$ cat config.mk
export PLATFORM = sky130hd
export DESIGN_NAME = bus_pattern_master
export DESIGN_NICKNAME = d
export VERILOG_FILES = /design/src/rtl/bus_pattern_master.sv
export SDC_FILE = /design/constraint.sdc
export NUM_CORES = 1
export LEC_CHECK = 0
export CORE_MARGIN = 5
export CORE_UTILIZATION = 45
export CTS_CLUSTER_SIZE = 12
export DETAILED_ROUTE_END_ITERATION = 8
export MAX_ROUTING_LAYER = met4
export PLACE_DENSITY = 0.79
export SYNTH_ARGS = -nofsm -noshare
export SYNTH_HDL_FRONTEND = slang
export SYNTH_SLANG_ARGS = --single-unit
$ cat constraint.sdc
create_clock -name clk -period 2.12 [get_ports clk]
set_clock_uncertainty 0.05 [all_clocks]
set_input_delay 0.318 -clock clk [delete_from_list [all_inputs] [get_ports clk]]
set_output_delay 0.318 -clock clk [all_outputs]
set_load 0.01 [all_outputs]
$ cat src/rtl/bus_pattern_master.sv
// rtl/bus_pattern_master.sv - LFSR write pass then read-back check pass over a valid/ready bus
// Heartbeat LED runs free of the transfer FSM.
module bus_pattern_master #(
  parameter int                 ADDR_W    = 4,
  parameter int                 DATA_W    = 8,
  parameter int                 NUM_TXN   = 4,
  parameter logic [ADDR_W-1:0]  BASE_ADDR = 4'hB,
  parameter logic [DATA_W-1:0]  SEED      = 8'h1A,
  parameter logic [DATA_W-1:0]  POLY      = 8'hB8,
  parameter int                 TIMEOUT   = 16,
  parameter int                 HB_DIV    = 25
) (
  input  logic              clk,
  input  logic              reset,
  input  logic              start,
  output logic              valid,
  input  logic              ready,
  output logic              write,
  output logic [ADDR_W-1:0] addr,
  output logic [DATA_W-1:0] write_data,
  input  logic [DATA_W-1:0] read_data,
  input  logic              rd_valid,
  output logic              busy,
  output logic              done,
  output logic [15:0]       err_count,
  output logic              led
);

  localparam int                WAIT_W   = $clog2(TIMEOUT + 1);
  localparam int                HB_W     = $clog2(HB_DIV + 1);
  localparam logic [ADDR_W-1:0] LAST_IDX = ADDR_W'(NUM_TXN - 1);
  localparam logic [WAIT_W-1:0] TO_LAST  = WAIT_W'(TIMEOUT - 1);
  localparam logic [HB_W-1:0]   HB_LAST  = HB_W'(HB_DIV - 1);

  typedef enum logic [2:0] {S_IDLE, S_ADDR, S_DATA, S_RESP, S_FIN} state_t;

  state_t            r_state;
  logic              r_pass;
  logic [ADDR_W-1:0] r_idx;
  logic [DATA_W-1:0] r_lfsr;
  logic [WAIT_W-1:0] r_wait;
  logic              r_valid;
  logic              r_write;
  logic [ADDR_W-1:0] r_addr;
  logic [DATA_W-1:0] r_wdata;
  logic              r_busy;
  logic              r_done;
  logic [15:0]       r_err;
  logic [HB_W-1:0]   r_hb_cnt;
  logic              r_led;

  logic [DATA_W-1:0] w_lfsr_next;
  logic [ADDR_W-1:0] w_addr_next;
  logic [15:0]       w_err_inc;
  logic              w_last;
  logic              w_resp_event;
  logic              w_resp_bad;

  assign w_lfsr_next  = (r_lfsr >> 1) ^ (r_lfsr[0] ? POLY : '0);
  assign w_addr_next  = BASE_ADDR + r_idx + ADDR_W'(1);
  assign w_err_inc    = (r_err == 16'hFFFF) ? r_err : r_err + 16'd1;
  assign w_last       = (r_idx >= LAST_IDX);
  // A response arriving on the final wait cycle is still compared, not timed out.
  assign w_resp_event = rd_valid || (r_wait == TO_LAST);
  assign w_resp_bad   = rd_valid ? (read_data != r_lfsr) : 1'b1;

  always_ff @(posedge clk or negedge reset) begin
    if (!reset) begin
      r_state <= S_IDLE;
      r_pass  <= 1'b0;
      r_idx   <= '0;
      r_lfsr  <= SEED;
      r_wait  <= '0;
      r_valid <= 1'b0;
      r_write <= 1'b0;
      r_addr  <= '0;
      r_wdata <= '0;
      r_busy  <= 1'b0;
      r_done  <= 1'b0;
      r_err   <= '0;
    end else begin
      r_done <= 1'b0;
      case (r_state)
        S_IDLE: begin
          if (start) begin
            r_idx   <= '0;
            r_pass  <= 1'b0;
            r_lfsr  <= SEED;
            r_err   <= '0;
            r_valid <= 1'b1;
            r_write <= 1'b1;
            r_addr  <= BASE_ADDR;
            r_wdata <= SEED;
            r_busy  <= 1'b1;
            r_state <= S_ADDR;
          end
        end
        S_ADDR: begin
          if (ready) r_state <= S_DATA;
        end
        S_DATA: begin
          if (ready) begin
            if (!r_pass) begin
              r_state <= S_ADDR;
              if (!w_last) begin
                r_idx   <= r_idx + ADDR_W'(1);
                r_addr  <= w_addr_next;
                r_lfsr  <= w_lfsr_next;
                r_wdata <= w_lfsr_next;
              end else begin
                // Switch to the read pass, replaying the sequence from the seed.
                r_pass  <= 1'b1;
                r_idx   <= '0;
                r_lfsr  <= SEED;
                r_addr  <= BASE_ADDR;
                r_write <= 1'b0;
              end
            end else begin
              r_valid <= 1'b0;
              r_wait  <= '0;
              r_state <= S_RESP;
            end
          end
        end
        S_RESP: begin
          if (w_resp_event) begin
            if (w_resp_bad) r_err <= w_err_inc;
            r_lfsr <= w_lfsr_next;
            if (!w_last) begin
              r_idx   <= r_idx + ADDR_W'(1);
              r_addr  <= w_addr_next;
              r_valid <= 1'b1;
              r_state <= S_ADDR;
            end else begin
              r_done  <= 1'b1;
              r_state <= S_FIN;
            end
          end else begin
            r_wait <= r_wait + WAIT_W'(1);
          end
        end
        S_FIN: begin
          r_busy  <= 1'b0;
          r_state <= S_IDLE;
        end
        default: r_state <= S_IDLE;
      endcase
    end
  end

  always_ff @(posedge clk or negedge reset) begin
    if (!reset) begin
      r_hb_cnt <= '0;
      r_led    <= 1'b0;
    end else if (r_hb_cnt == HB_LAST) begin
      r_hb_cnt <= '0;
      r_led    <= ~r_led;
    end else begin
      r_hb_cnt <= r_hb_cnt + HB_W'(1);
    end
  end

  assign valid      = r_valid;
  assign write      = r_write;
  assign addr       = r_addr;
  assign write_data = r_wdata;
  assign busy       = r_busy;
  assign done       = r_done;
  assign err_count  = r_err;
  assign led        = r_led;

endmodule

**Wiring heat map**

The die is cut into 18 by 18 equal tiles; dark blue is low, red is high, scaled to the fullest tile. Values are wire area over tile area, all layers added.
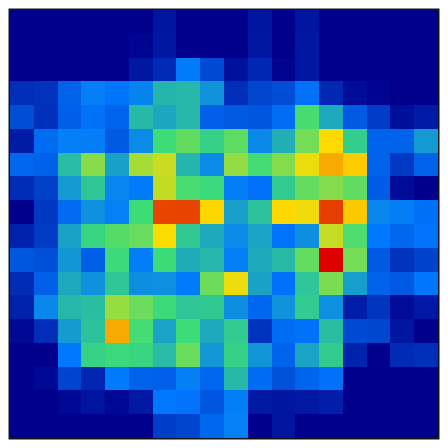
densest ninth of the die = center
mean over tiles = 0.14
tiles over half the peak = 14%
nearly empty tiles = 24%

**Clock distribution**

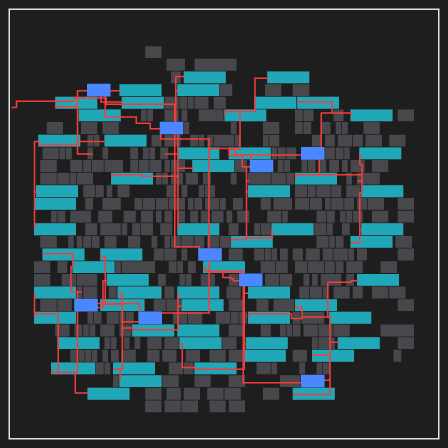
cyan -> flip-flops  # count 59
blue -> clock drivers  # count 9
red -> clock wires  # length 804 um
routed clock nets = 10

==> run summary <==
Met2 Use GR: 30.78%
Synthesis Warnings: 0
Gate power share: 44.4%
Storage cell area: 1480 sq um
DP HPWL: 5330 um
WP buf/inv: 0
Top cell excl fill/tap: dfrtp_1
Global-route wire length before repair: 12430 um
Gpl congestion: 0.8886
Area after DPL: 3729 sq um
Tot GR Track Use: 18.86%
Via count: 2728
Post-Layout Cell Count: 473
Most common logic cells in the final layout: dfrtp_1 (56), nand2_1 (45), clkdlybuf4s50_1 (44)
F_max: 485.0 MHz
Largest net degree at the start of global routing: 60
GR Layer Usage met1: 22.39%
Multi-input gates: 233
Period utilization: 97.25%
Data required, critical path: 2.34 ns
Worst-Margin Slew: 0.5550 ns
Seq. pwr: 1.79 mW
Outcome: finished, final reports clean
Flop share of the area: 37.27%
Buffers excl. clock: 73
Busiest layer in global routing: met2
Die height: 92.01 um
Flip-flops: 59
Logic area: 1469 sq um
Type of origin of the critical path: register
Max FFs per register: 16
# Cells Yosys: 318
ClkCell Share: 4.600%
Clk root buf: clkbuf_8
Slowest-stage cell, CP: a221o_1
ANT nets after route: 0
Placed cells: 455
Clk pin slew, worst setup/hold paths: 0.06 ns
Highest routed metal layer: met4
Hold Vio Cnt, Final: 0
WL met1: 3143 um
CLK BUF: 14
Port bufs: 45
I/O pin total: 46
Initial antenna violation count: 0
Clock Path Buffers: 2
YS chip area: 3027 sq um
Crit-path max cell delay: 0.37 ns
Post-synthesis sequential area ratio: 48.90%
Internal Power: 3.043 mW
Cells after Synth: 318
Fp util: 46.86%
Routed len/inst: 15.66 um
Peak supply drop: 0.8821 mV
Clk sinks: 59
Filler cells: 549
Ys flops: 59
Post-layout util: 61.49%
Critical path type: register to register
Die width: 92.01 um
Metal2 WL: 3662 um
Min-Delay Path Class: register to register
CP endpoint kind: register
Synth Flop Type: dfrtp_1
-- metrics by stage --
stage          hold WS, ns  TNS (ns)  setup slack (ns)
2_1_floorplan     -0.02759         0           0.08020
3_3_place_gp        0.2948  -0.04287          -0.02448
3_5_place_dp        0.3009   -0.2383          -0.07952
4_1_cts             0.4258         0           0.01635
5_1_grt             0.4459   -0.1019          -0.03298
6_report            0.4205         0           0.05819
-- Yosys cell counts, drive strengths merged, types with 4 or more instances --
master  number  share of area (%)
dfrtp       56                 46
nand2       45                5.6
nor2        25                3.1
o21ai       25                4.4
a31oi       15                3.1
inv         15                1.9
xor2        13                3.8
nand3       12                2.1
a21oi       11                1.8
and3         8                1.7
ha           8                3.3
a22o         6                1.7
clkbuf       6               0.74
nand4        6                1.2
buf          5                1.2
mux2i        5                1.7
nor3         5               0.83
a21o         4               0.99
a41oi        4                1.2
and4         4                1.2
-- cell families after synthesis --
logic type	Yosys count	share of synthesized area [%]
AND/OR/NAND/NOR	118	18.81
AND-OR/OR-AND	86	18.85
flip-flops	59	48.90
buffers and inverters	26	3.844
XOR/XNOR	16	4.630
adder cells (fa/ha/maj)	8	3.307
multiplexers	5	1.654
-- worst paths after layout --
path                                       startpoint                    end  slack [ns]  cells after the start
worst max-delay path            r_wait[1]$_DFFE_PN0P_   r_idx[3]$_DFFE_PN0P_        0.06                      8
worst min-delay path                  led$_DFFE_PN0N_        led$_DFFE_PN0N_        0.42                      1
worst max register to register  r_wait[1]$_DFFE_PN0P_   r_idx[3]$_DFFE_PN0P_        0.06                      8
worst min register to register        led$_DFFE_PN0N_        led$_DFFE_PN0N_        0.42                      1
max in group asynchronous                       reset  r_lfsr[1]$_DFFE_PN1P_        1.26                      3
min in group asynchronous                       reset  r_hb_cnt[4]$_DFF_PN0_        0.47                      3
Power figures rest on the tool's default switching activity, not on a simulated workload.
